Design lwe_inner_product, sky130hd; sources not shown.
Layout detail:
Region (84, 100) to (134, 150) microns. Cells in grey, sequential cells in the stronger grey; small squares are vias.
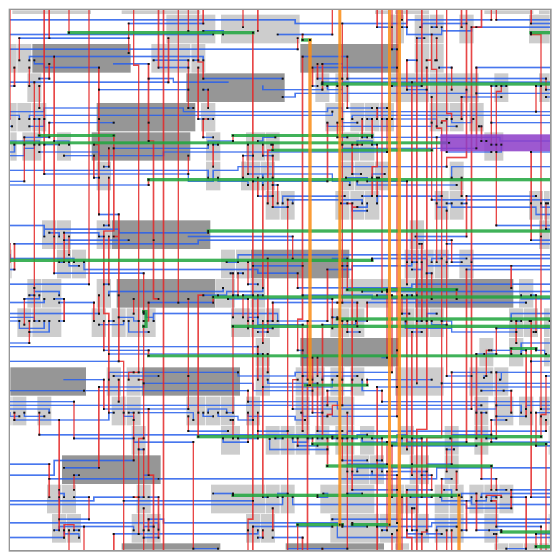
red -> M2
green -> M3
blue -> M1
purple -> M5
orange -> M4
cells with their middle in the window = 170
most frequent = nand2_1 (97), inv_1 (21), nand3_1 (15)
sequential cells in the window = 13

Cell outlines without signal wires:
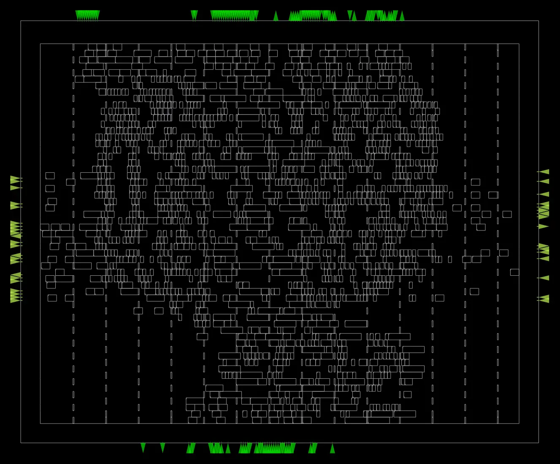
fill cell count: 3,668
register fraction of the total cell area: 13.4%

==> run_results.csv <==
group,metric,value,unit
status,status,"completed",
final_layout,buffer_area_share,14.3,%
yosys,top_cells_by_count,"608 x nand2_1, 273 x inv_1, 109 x nand3_1",
final_layout,seq_cells,55,
critical_path,crit_path_end_kind,"flop",
power_and_ir_drop,cellInternalPower,2390,uW
power_and_ir_drop,power_switching,3250,uW
global_route,grt_max_degree,56,
power_and_ir_drop,pwr.group.sequential,977,uW
routing,postRouteAntennaNets,0,
final_layout,drive_gt1_share,2.47,%
power_and_ir_drop,finalPower,5640,uW
timing,setup_viol,0,
clock_network,root_buffer,"clkbuf_8",
clock_network,clkLatencyLatePin,0.32,ns
critical_path,cp.arrival,3.78,ns
final_layout,clkCellAreaFrac,1.18,%
global_route,antenna_found_initial,1,
clock_network,path_clk_slew,0.11,ns
yosys,synth_cell_type_count,38,
clock_network,postCtsSetupBuffers,0,
routing,wire_per_inst,15.7,microns
yosys,xor_area_share,1.76,%
job,warning_count,26,
final_layout,lay_top_count,"nand2_1",
yosys,ys_warn_count,0,
floorplan,fp_util,25.4,%
global_route,grtUsageTotal,15.8,%
routing,wl_met1,16.3,mm
routing,topRoutingLayerUsed,"met5",
power_and_ir_drop,p_comb,4340,uW
critical_path,start_kind,"input port",
clock_network,cts-buffers-inserted,5,
routing,drc,0,
